==> config.mk <==
export PLATFORM = sky130hd
export DESIGN_NAME = display_scroll_sequencer
export DESIGN_NICKNAME = d
export VERILOG_FILES = /design/src/rtl/display_pkg.sv /design/src/rtl/display_scroll_sequencer_button_edge.sv /design/src/rtl/display_scroll_sequencer.sv
export SDC_FILE = /design/constraint.sdc
export NUM_CORES = 1
export LEC_CHECK = 0
export CORE_MARGIN = 8
export CORE_UTILIZATION = 60
export DETAILED_ROUTE_END_ITERATION = 10
export GPL_TIMING_DRIVEN = 0
export PLACE_DENSITY = 0.78
export RECOVER_POWER = 25
export SLEW_MARGIN = 20
export SYNTH_ARGS = -nofsm -noshare
export SYNTH_HDL_FRONTEND = slang
export SYNTH_SLANG_ARGS = --single-unit
==> constraint.sdc <==
create_clock -name clock -period 7.55 [get_ports clock]
set_input_delay 1.51 -clock clock [delete_from_list [all_inputs] [get_ports clock]]
set_output_delay 1.51 -clock clock [all_outputs]
set_load 0.02 [all_outputs]
==> src/rtl/display_pkg.sv <==
// Shared types and helpers for the 4-digit scrolling 7-segment display controller.
package display_pkg;

  typedef enum logic {
    BLANK,
    DRIVE
  } slot_state_e;

  localparam logic [3:0] ANODE_OFF = 4'b1111;
  localparam int         DIGITS    = 4;

  // Operands are always below m, so one conditional subtract replaces a divider.
  function automatic logic [31:0] mod_add(input logic [31:0] a,
                                          input logic [31:0] b,
                                          input logic [31:0] m);
    logic [31:0] s;
    s = a + b;
    if (s >= m) s = s - m;
    return s;
  endfunction

endpackage

==> src/rtl/display_scroll_sequencer_button_edge.sv <==
// Two-flop synchroniser plus rising-edge pulse for the raw step button.
module button_edge (
  input  logic clock,
  input  logic reset,
  input  logic btn_i,
  output logic rise_o
);

  logic       sync1_q;
  logic       sync2_q;
  logic       prev_q;
  logic [2:0] vld_q;

  // NOTE: sequential state uses non-blocking assignments so every flop samples pre-edge values.
  always_ff @(posedge clock) begin
    if (reset) begin
      sync1_q <= 1'b0;
      sync2_q <= 1'b0;
      prev_q  <= 1'b0;
      vld_q   <= '0;
    end else begin
      sync1_q <= btn_i;
      sync2_q <= sync1_q;
      prev_q  <= sync2_q;
      vld_q   <= {vld_q[1:0], 1'b1};
    end
  end

  // Edges are qualified only once prev_q holds a genuine post-reset sample,
  // so a button held through reset never looks like a fresh press.
  assign rise_o = vld_q[2] & sync2_q & ~prev_q;

endmodule

==> src/rtl/display_scroll_sequencer.sv <==
// Digit multiplexing with anti-ghosting blank plus message scroll pointer.
// Optional SCROLL_REVERSE_EN adds step_dir to scroll the message backwards.
module display_scroll_sequencer
  import display_pkg::*;
#(
  parameter int MSG_LEN     = 16,
  parameter int REFRESH_DIV = 50000,
  parameter int GUARD       = 500,
  parameter int SCROLL_DIV  = 25000000
) (
  input  logic                       clock,
  input  logic                       reset,
  input  logic                       step_button,
  input  logic                       mode_auto,
`ifdef SCROLL_REVERSE_EN
  input  logic                       step_dir,
`endif
  output logic [3:0]                 anode,
  output logic [1:0]                 digit_sel,
  output logic [$clog2(MSG_LEN)-1:0] char_index,
  output logic                       frame_start
);

  localparam int IDX_W  = $clog2(MSG_LEN);
  localparam int SLOT_W = $clog2(REFRESH_DIV);
  localparam int SCR_W  = $clog2(SCROLL_DIV);

  slot_state_e       state_q, state_d;
  logic [SLOT_W-1:0] slot_cnt_q, slot_cnt_d;
  logic [1:0]        digit_q, digit_d;
  logic [3:0]        anode_q, anode_d;
  logic [IDX_W-1:0]  char_q, char_d;
  logic [IDX_W-1:0]  base_q, base_d;
  logic              pending_q, pending_d;
  logic [SCR_W-1:0]  scroll_cnt_q, scroll_cnt_d;

  logic        step_pulse;
  logic        scroll_tick;
  logic        advance_req;
  logic        frame_start_w;
  logic [31:0] base_step;

  button_edge u_button_edge (
    .clock  (clock),
    .reset  (reset),
    .btn_i  (step_button),
    .rise_o (step_pulse)
  );

  assign scroll_tick   = mode_auto && (scroll_cnt_q == SCR_W'(SCROLL_DIV - 1));
  assign advance_req   = mode_auto ? scroll_tick : step_pulse;
  assign frame_start_w = !reset && (state_q == BLANK) && (digit_q == 2'd0)
                         && (slot_cnt_q == '0);

`ifdef SCROLL_REVERSE_EN
  assign base_step = step_dir ? 32'(MSG_LEN - 1) : 32'd1;
`else
  assign base_step = 32'd1;
`endif

  always_comb begin
    // NOTE: every combinational output gets a default first so no path can infer a latch.
    state_d      = state_q;
    slot_cnt_d   = slot_cnt_q + SLOT_W'(1);
    digit_d      = digit_q;
    anode_d      = anode_q;
    base_d       = base_q;
    pending_d    = pending_q;
    scroll_cnt_d = '0;
    char_d       = char_q;

    case (state_q)
      BLANK: begin
        if (slot_cnt_q == SLOT_W'(GUARD - 1)) begin
          state_d    = DRIVE;
          slot_cnt_d = '0;
          anode_d    = ANODE_OFF & ~(4'b0001 << digit_q);
        end
      end
      DRIVE: begin
        if (slot_cnt_q == SLOT_W'(REFRESH_DIV - GUARD - 1)) begin
          state_d    = BLANK;
          slot_cnt_d = '0;
          digit_d    = (digit_q == 2'(DIGITS - 1)) ? 2'd0 : digit_q + 2'd1;
          anode_d    = ANODE_OFF;
        end
      end
      default: begin
        state_d    = BLANK;
        slot_cnt_d = '0;
        anode_d    = ANODE_OFF;
      end
    endcase

    if (mode_auto && !scroll_tick) scroll_cnt_d = scroll_cnt_q + SCR_W'(1);

    // Base only moves at frame start so a frame never mixes two scroll positions;
    // a request landing in that same cycle is folded into this advance.
    if (frame_start_w) begin
      pending_d = 1'b0;
      if (pending_q || advance_req)
        base_d = IDX_W'(mod_add(32'(base_q), base_step, 32'(MSG_LEN)));
    end else if (advance_req) begin
      pending_d = 1'b1;
    end

    // Reloaded through every blank cycle so digit 0 picks up the freshly advanced base.
    if (state_d == BLANK)
      char_d = IDX_W'(mod_add(32'(base_d), 32'(digit_d), 32'(MSG_LEN)));
  end

  always_ff @(posedge clock) begin
    if (reset) begin
      state_q      <= BLANK;
      slot_cnt_q   <= '0;
      digit_q      <= 2'd0;
      anode_q      <= ANODE_OFF;
      char_q       <= '0;
      base_q       <= '0;
      pending_q    <= 1'b0;
      scroll_cnt_q <= '0;
    end else begin
      state_q      <= state_d;
      slot_cnt_q   <= slot_cnt_d;
      digit_q      <= digit_d;
      anode_q      <= anode_d;
      char_q       <= char_d;
      base_q       <= base_d;
      pending_q    <= pending_d;
      scroll_cnt_q <= scroll_cnt_d;
    end
  end

  assign anode       = anode_q;
  assign digit_sel   = digit_q;
  assign char_index  = char_q;
  assign frame_start = frame_start_w;

endmodule

==> flow_summary_export.csv <==
group,metric,value,unit
critical_path,cp_num_buf_inv,2,
synth,adder_share,5.14,%
floorplan,fp_util,60.9,%
global_route,antenna_found_initial,0,
power_and_ir_drop,clockPowerShare,49.8,%
final_layout,layout.nets,360,
critical_path,path_max_fanout,10,
place,dp.cells,388,
synth,common_cells,"63 x dfxtp_1, 57 x nor2_1, 22 x xor2_1",
final_layout,diodes,0,
final_layout,area_growth,15.1,%
clock_tree,worstSkewPairLatency,0.34,ns
floorplan,rows,25,
floorplan,coreArea,4630,µm²
clock_tree,cts.path.max_buffers,2,
floorplan,die-width,84.6,µm
synth,xor_share,11.2,%
synth,simple_gate_area_share,27.8,%
timing,timing.final.hold_violations,0,
synth,ys_ff,63,
status,status,"complete, no violations",
synth,largest_area_cell,"dfxtp_1",
timing,final.hold.worst_slack,0.437,ns
place,dp_hpwl,4.03,mm
clock_tree,cts_tree,"built",
final_layout,final_cell_mix,"63 x dfxtp_1, 57 x nor2_1, 22 x xor2_1",
routing,vias_per_cell,5.66,
timing,setup_slack,3.14,ns
clock_tree,hold_buffers,0,
critical_path,crit_family,"buffers and inverters",
global_route,grt_use_met1,19.9,%
power_and_ir_drop,swShare,21.3,%
critical_path,crit_type,"in2out",
global_route,grt_overflow,0,
synth,yosysWarnings,0,
synth,yosys_area,2820,µm²
final_layout,largest_register_ffs,25,
synth,flop_cell,"dfxtp_1",
place,port_buffers,13,
timing,setup_tns,0,ns
routing,routedWlPerCell,13.8,µm
synth,fp_nets,336,
critical_path,start_kind,"input pin",
clock_tree,cts_sinks,63,
flow_run,drv_cap,0,
routing,dr_wl_met3,202,µm
global_route,grt_pass1_wl,9.58,mm
critical_path,critPathArrivalTime,2.90,ns
place,gp_congestion,0.837,
place,pre_cts_slack,2.92,ns
timing,worstMarginPinSlew,0.657,ns
final_layout,lay_top_count,"dfxtp_1",
synth,ys_cells,321,
power_and_ir_drop,p_comb_share,3.0,%
clock_tree,cts_root_buf,"clkbuf_8",
floorplan,dieArea,7150,µm²
timing,period_used_share,58.4,%
power_and_ir_drop,pg_seq,338,µW
synth,area_leaders,"dfxtp_1 45%, nor2_1 7.6%, xor2_1 6.8%, ha_1 4.4%, xnor2_1 4.3%",
final_layout,reg.largest.list,"scroll_cnt_q: 25 flops, slot_cnt_q: 16 flops",
clock_tree,cts-resized-gates,0,
global_route,grt_use_met3,3.80,%
==> area by class of cell <==
class	count	area, µm²
plain buffers	10	37.5
clock buffers	9	124
clock inverters	7	121
fillers	376	1380
inverters	14	52.6
multi-input cells	234	1450
flip-flops and latches	63	1260
well taps	54	67.6
repair buffers	13	130
==> final timing paths <==
| path | startpoint | endpoint | slack (ns) | cells past startpoint |
|---|---|---|---|---|
| hold reg to reg | u_button_edge.sync1_q$_SDFF_PP0_ | u_button_edge.sync2_q$_SDFF_PP0_ | 0.44 | 1 |
| setup reg to reg | slot_cnt_q[2]$_SDFF_PP0_ | char_index[2]$_SDFFE_PP0N_ | 3.86 | 11 |
| setup / recovery | reset | frame_start | 3.14 | 4 |
| hold / removal | u_button_edge.sync1_q$_SDFF_PP0_ | u_button_edge.sync2_q$_SDFF_PP0_ | 0.44 | 1 |
Sizing map:
Bar = 20 µm.
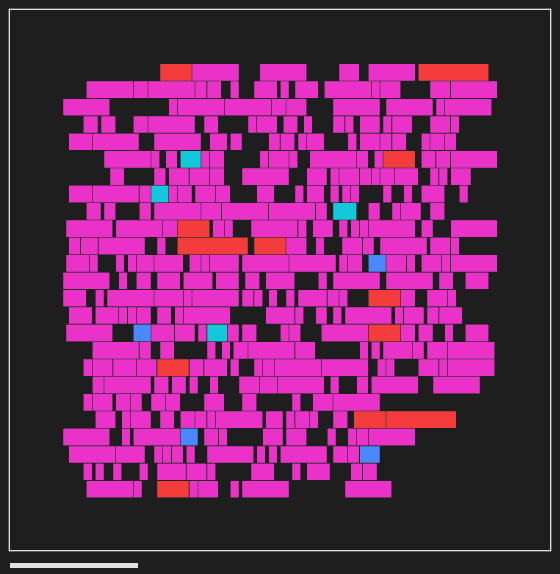
_3 and _4 cells -> blue  # cells 4, most used clkinvlp_4
_2 cells -> cyan  # cells 4, most used a31o_2
_0 and _1 cells -> magenta  # cells 330, most used dfxtp_1
_6 and larger -> red  # cells 12, most used clkbuf_8

The metal 2 layer:
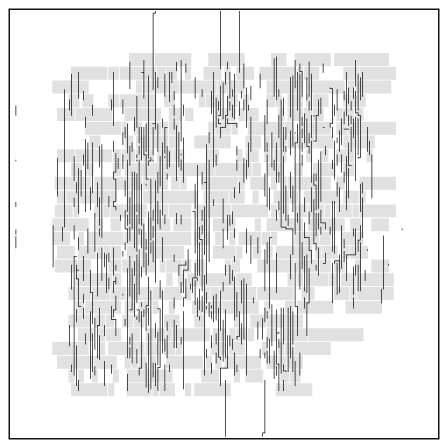
nets with wire on the layer = 302
share of all routed wire = 46%
wire length on this layer = 2560 µm
Vias: 2288
DRT Wirelength: 5.56 mm
met2 Usage GRT: 25.5%

